--- src/rtl/mix_pkg.sv ---
// Shared MIX definitions: word geometry, opcodes and sequencer state encoding.
package mix_pkg;

    localparam int WORD_W   = 31;
    localparam int BYTE_W   = 6;
    localparam int SIGN_BIT = 30;
    localparam int NBYTES   = 5;
    localparam int MAG_W    = WORD_W - 1;

    localparam logic [5:0] OP_DIV = 6'd4;

    typedef enum logic [2:0] {
        S_IDLE,
        S_READ,
        S_WAIT_MEM,
        S_LAUNCH,
        S_WAIT_DIV,
        S_WB,
        S_ERR
    } div_state_t;

endpackage

--- src/rtl/field_extract.sv ---
// MIX field spec (L:R) applied to a word: right-aligned bytes max(L,1)..R,
// sign kept only when L = 0, plus a legality flag (L <= R <= 5).
module field_extract
    import mix_pkg::*;
(
    input  logic [WORD_W-1:0] word,
    input  logic [2:0]        l,
    input  logic [2:0]        r,
    output logic              sign,
    output logic [MAG_W-1:0]  mag,
    output logic              legal
);

    logic [2:0]       lo;
    logic [31:0]      sh;
    logic [31:0]      nb;
    logic [MAG_W-1:0] mask;

    // Shift byte R down to the bottom, then keep only the selected byte count.
    always_comb begin
        legal = (l <= r) && (r <= 3'(NBYTES));
        lo    = (l == 3'd0) ? 3'd1 : l;
        sh    = '0;
        nb    = '0;
        if (legal) begin
            sh = 32'(BYTE_W) * (32'(NBYTES) - 32'(r));
            if (r >= lo) begin
                nb = 32'(r) - 32'(lo) + 32'd1;
            end
        end
        mask = ~({MAG_W{1'b1}} << (32'(BYTE_W) * nb));
        mag  = (word[MAG_W-1:0] >> sh) & mask;
        sign = legal && (l == 3'd0) && word[SIGN_BIT];
    end

endmodule

--- src/rtl/div_seq.sv ---
// MIX DIV sequencer: fetch V, apply field, launch div, write back rA/rX.
module div_seq
    import mix_pkg::*;
#(
    parameter int AW = 12
) (
    input  logic          clk,
    input  logic          reset,
    input  logic          start,
    input  logic [AW-1:0] addr,
    input  logic [5:0]    field,
    input  logic [30:0]   ra_in,
    input  logic [30:0]   rx_in,
    output logic [AW-1:0] mem_addr,
    output logic          mem_rd,
    input  logic          mem_valid,
    input  logic [30:0]   mem_data,
    output logic          div_start,
    output logic [60:0]   div_dividend,
    output logic [30:0]   div_divisor,
    input  logic          div_stop,
    input  logic [29:0]   div_quotient,
    input  logic [29:0]   div_rest,
    input  logic          div_sign,
    input  logic          div_overflow,
    output logic [30:0]   ra_out,
    output logic [30:0]   rx_out,
    output logic          ra_we,
    output logic          rx_we,
    output logic          ovf_set,
    output logic          field_err,
    output logic          busy,
    output logic          done
);

    div_state_t  state;
    logic [5:0]  field_q;
    logic [2:0]  fx_l;
    logic [2:0]  fx_r;
    logic        fx_sign;
    logic [29:0] fx_mag;
    logic        fx_legal;
    logic        unused_rx_sign;

    // The rX sign never reaches div: only its magnitude forms the low dividend half.
    assign unused_rx_sign = rx_in[30];

    // One extractor serves both jobs: in IDLE it judges the incoming F for
    // legality; afterwards it applies the latched F to the memory word.
    assign fx_l = (state == S_IDLE) ? field[5:3] : field_q[5:3];
    assign fx_r = (state == S_IDLE) ? field[2:0] : field_q[2:0];

    field_extract u_fx (
        .word  (mem_data),
        .l     (fx_l),
        .r     (fx_r),
        .sign  (fx_sign),
        .mag   (fx_mag),
        .legal (fx_legal)
    );

    // Sequencer FSM; every output is a register updated on state transitions.
    always_ff @(posedge clk) begin
        if (reset) begin
            state        <= S_IDLE;
            field_q      <= '0;
            mem_addr     <= '0;
            mem_rd       <= 1'b0;
            div_start    <= 1'b0;
            div_dividend <= '0;
            div_divisor  <= '0;
            ra_out       <= '0;
            rx_out       <= '0;
            ra_we        <= 1'b0;
            rx_we        <= 1'b0;
            ovf_set      <= 1'b0;
            field_err    <= 1'b0;
            busy         <= 1'b0;
            done         <= 1'b0;
        end else begin
            mem_rd    <= 1'b0;
            div_start <= 1'b0;
            ra_we     <= 1'b0;
            rx_we     <= 1'b0;
            ovf_set   <= 1'b0;
            field_err <= 1'b0;
            done      <= 1'b0;
            case (state)
                S_IDLE: begin
                    if (start) begin
                        mem_addr     <= addr;
                        field_q      <= field;
                        div_dividend <= {ra_in[30], ra_in[29:0], rx_in[29:0]};
                        busy         <= 1'b1;
                        if (fx_legal) begin
                            state  <= S_READ;
                            mem_rd <= 1'b1;
                        end else begin
                            state     <= S_ERR;
                            done      <= 1'b1;
                            field_err <= 1'b1;
                        end
                    end
                end
                S_READ: begin
                    state <= S_WAIT_MEM;
                end
                S_WAIT_MEM: begin
                    if (mem_valid) begin
                        div_divisor <= {fx_sign, fx_mag};
                        div_start   <= 1'b1;
                        state       <= S_LAUNCH;
                    end
                end
                S_LAUNCH: begin
                    state <= S_WAIT_DIV;
                end
                S_WAIT_DIV: begin
                    if (div_stop) begin
                        done  <= 1'b1;
                        state <= S_WB;
                        if (div_overflow) begin
                            ovf_set <= 1'b1;
                        end else begin
                            ra_out <= {div_sign, div_quotient};
                            rx_out <= {div_dividend[60], div_rest};
                            ra_we  <= 1'b1;
                            rx_we  <= 1'b1;
                        end
                    end
                end
                S_WB, S_ERR: begin
                    busy  <= 1'b0;
                    state <= S_IDLE;
                end
                default: begin
                    state <= S_IDLE;
                end
            endcase
        end
    end

endmodule

--- config.mk ---
export PLATFORM = sky130hd
export DESIGN_NAME = div_seq
export DESIGN_NICKNAME = d
export VERILOG_FILES = /design/src/rtl/mix_pkg.sv /design/src/rtl/field_extract.sv /design/src/rtl/div_seq.sv
export SDC_FILE = /design/constraint.sdc
export NUM_CORES = 1
export LEC_CHECK = 0
export ABC_AREA = 1
export CAP_MARGIN = 40
export CORE_ASPECT_RATIO = 1.75
export CORE_MARGIN = 3
export CORE_UTILIZATION = 45
export DETAILED_ROUTE_END_ITERATION = 6
export DONT_BUFFER_PORTS = 1
export PLACE_DENSITY = 0.58
export SETUP_SLACK_MARGIN = 0.5
export SLEW_MARGIN = 5
export SYNTH_ARGS = -nofsm -noshare
export SYNTH_HDL_FRONTEND = slang
export SYNTH_HIERARCHICAL = 1
export SYNTH_SLANG_ARGS = --single-unit
--- constraint.sdc ---
create_clock -name clk -period 9.35 [get_ports clk]
set_input_delay 2.805 -clock clk [delete_from_list [all_inputs] [get_ports clk]]
set_output_delay 2.805 -clock clk [all_outputs]
set_load 0.03 [all_outputs]
**Congestion heat map**

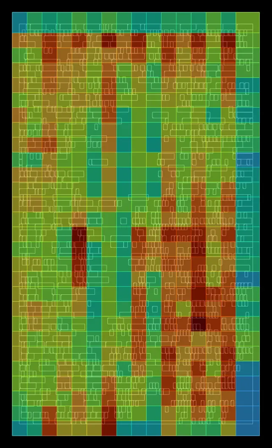
GRT busiest layer: met2
grt met3 use: 0.07377
met1 usage: 0.2388

**PDN straps and rails**

Drawn at 2 px/um. Pins as bars on the die edge.
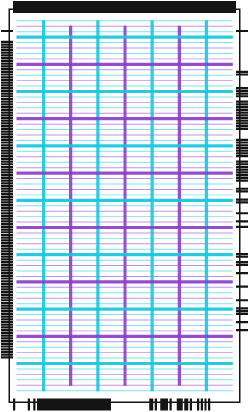
Cyan stands for VSS. Purple stands for VDD.
352 signal pins sit on the boundary. The core has 68 rows.

**Sequential cells grouped by signal name**

Drawn at 3 px/um. Other sequential cells in the stronger gray, the rest of the logic in the fainter gray.
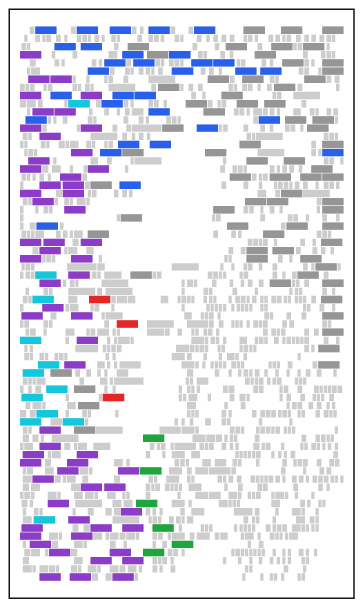
Purple stands for div_dividend, flops 61, where a vertical strip on the left. Cyan stands for mem_addr, flops 12. Green stands for field_q, flops 6, where bottom middle. Blue stands for ra_out, flops 31. Red stands for state, flops 3.
Another 69 sequential cells are not colored.

**Clock wires, drivers and flops**

Drawn at 4 px/um.
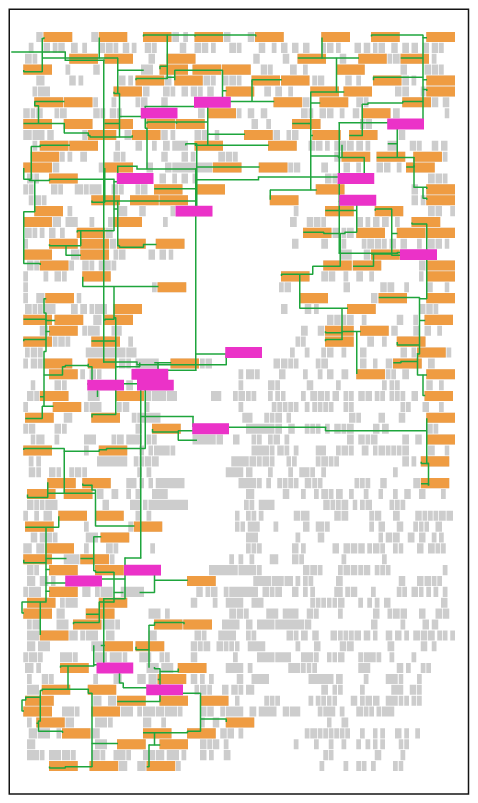
Green stands for clock wires, length 2190 um. Orange stands for flip-flops, count 182. Magenta stands for clock-net drivers, count 17.
There are 18 routed clock nets. Position of the flops: all over the die.

**Placed cells, one color a class**

Drawn at 3 px/um. Fill, decap, tap and diode cells in gray.
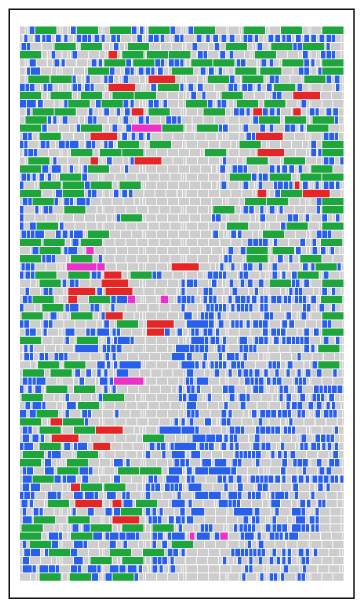
Green stands for registers, cells 182. Red stands for clock drivers and dummy loads, cells 32. Blue stands for remaining logic cells, cells 1041. Magenta stands for remaining buffers and delay cells, cells 9.

==> flow_summary_export.csv <==
group,metric,value,unit
clock_network,cts-root-buf,"clkbuf_16",
yosys,xor_share,0.004728,
critical_path,timing.critical_path.from_type,"input port",
run,drv_cap,0,
run,warnings,33,
critical_path,r2r_slack,4.14,ns
drt,wl_per_cell,17.45,um
die,dieHeight,195.8,um
yosys,syn_area_per_cell,7.082,um^2
yosys,fa_ha_area_frac,0.02810,
critical_path,endpoint_kind,"flip-flop",
yosys,yosysWarnings,6,
critical_path,critical_path_class,"in -> reg",
timing,setup_violations,0,
critical_path,cp.arrival,7.06,ns
grt,grt_pass1_vias,7714,
yosys,simple_gate_share,0.2534,
yosys,syn_area,9263,um^2
die,core_area,19990,um^2
drt,via_per_inst,5.321,
yosys,postSynthNetCount,1505,
timing,worst_pin_slew,0.7616,ns
clock_network,htree_num_levels,4,
finish,syn_to_final_growth,5.363,%
grt,grt_usage,0.2274,
timing,grt_setup_unrepaired,"no",
timing,finalCriticalPeriod,6.756,ns
yosys,syn_inst,1308,
yosys,ys_area,9263,um^2
clock_network,clockBufferDepth,2,
clock_network,cts_tree,"done",
timing,slew_violations,0,
drt,wl,26330,um
clock_network,cts_buffers,17,
timing,clock.fmax,148.0,MHz
timing,finalClockPeriodUsage,0.7226,
hold_path,hold_path_class,"reg -> reg",
finish,diodes,0,
yosys,ys_cells,1308,
placement,post-dp-hpwl,19600,um
drt,drc_errors,0,
placement,globalplace.congestion,0.8949,
grt,globalRouteOverflowTotal,0,
die,die_x,114.5,um
timing,tns,0,ns
yosys,ys.flops,182,
die,row_count,68,
clock_network,cts.sinks,182,
critical_path,required,9.65,ns
die,ios,352,
critical_path,cp_max_fo,12,
timing,skew,0.008185,ns
clock_network,clk_pin_slew,0.07,ns
clock_network,clk_latency,0.44,ns
finish,final_layout_top_logic_cell,"nand2_1",
yosys,ys_seq_frac,0.3934,
placement,port_buffers,0,
timing,final_hold_viol_count,0,
finish,drive_gt1_frac,0.1163,
timing,slew_headroom,0.4917,
yosys,yosys-mux-area-fraction,0,
drt,antenna_left,0,
clock_network,cts_setup_buffers,0,
clock_network,cts_resized,0,
grt,grt_pass1_wl,40280,um
drt,drt-initial-drc-count,502,
grt,antenna_found_initial,1,
die,fp_util,0.4633,
drt,first_pass_iters,5,
die,die-area,22410,um^2
grt,grt_max_degree,111,
outcome,status,"complete, no violations",
yosys,ys_sh_aoi,0.1994,
yosys,ys_types,38,
finish,finalNetCount,1448,
drt,vias,8030,
clock_network,cts_hold_buffers,0,
finish,layout_top_cells,"nand2_1, dfxtp_1, a21oi_1, inv_1, o21ai_0",
yosys,logic_family,"simple AND/OR/NAND/NOR gates",
state kept, by name, indices dropped and copies added, names as in the netlist, 3 cells and up:
| signal | cells |
|---|---|
| div_divisor | 31 |
| ra_out | 31 |
| rx_out | 31 |
| mem_addr | 12 |
| field_q | 6 |
| state | 3 |
| div_dividend | 61 |
Yosys cell counts, drive strengths merged:
cell     count  area share
xnor2        4      0.0038
a21boi       2      0.0016
o2111ai      9      0.0085
ha          16       0.022
nand3b       1     0.00081
nand3      104       0.058
o31ai        1     0.00081
dfxtp      182        0.39
nor2        60       0.029
a21oi      195        0.12
nand2      359        0.16
xor2         1     0.00095
o21ai      120       0.065
or2          1     0.00068
fa           3      0.0065
nand4        1      0.0014
nor3         5      0.0027
buf         50       0.043
clkbuf      35       0.014
inv        157       0.064
o21bai       2      0.0020
worst paths after layout:
| path | depth (start not counted) | to | start |
|---|---|---|---|
| worst max-delay path | 23 | div_divisor[2] | field[0] |
| worst min-delay path | 2 | field_q[5] | field_q[5] |
| worst max register to register | 29 | div_divisor[2] | state[1] |
| worst min register to register | 2 | field_q[5] | field_q[5] |
cell families (layout without fill, tap and decap cells):
logic type,count (synthesis),in the layout
xor+xnor,5,5
flops,182,182
simple gates,531,531
buf+inv,242,198
compound gates,329,329
fa+ha+maj,19,19
critical path, stage by stage:
cell,delay (ns)
nand2_1,0.04
o21ai_0,0.14
inv_1,0.37
ha_1,0.22
inv_1,0.06
fa_1,0.35
inv_1,0.07
fa_1,0.45
xor2_1,0.18
nor2_1,0.22
inv_1,0.10
fa_1,0.46
or2_2,0.30
nand2_1,0.12
inv_1,0.08
nor2_1,0.21
inv_1,0.08
nor2_1,0.18
nor2_1,0.12
a21oi_1,0.21
nor2_1,0.08
o21ai_0,0.17
a21oi_1,0.05
per-stage QoR:
| stage | setup slack (ns) | cell area [um^2] | utilization | hold WS [ns] | instances |
|---|---|---|---|---|---|
| 6_report | 2.594 | 9759 | 0.4881 | 0.4469 | 1509 |
| 5_1_grt | 2.059 | 9759 | 0.4881 | 0.4807 | 1509 |
| 4_1_cts | 2.557 | 9759 | 0.4881 | 0.4517 | 1509 |
| 3_5_place_dp | 2.086 | 9174 | 0.4588 | 0.4419 | 1477 |
| 3_3_place_gp | 2.088 | 9086 | 0.4544 | 0.4350 | 1473 |
| 2_1_floorplan | 2.548 | 9263 | - | 0.4245 | 1308 |
metal layers:
metal	part of all wire	GRT usage
met1	0.36	0.2388
met2	0.51	0.3960
met3	0.078	0.07377
met4	0.048	0.1207
met5	0.00049	0
final cells by class:
class | count | area, um^2
timing repair buffer | 9 | 125.1
clock inverter | 15 | 160.2
multi-input combinational | 884 | 4507
inverter | 157 | 591.8
clock buffer | 17 | 425.4
fill | 2054 | 10230
sequential | 182 | 3643
tap | 245 | 306.5
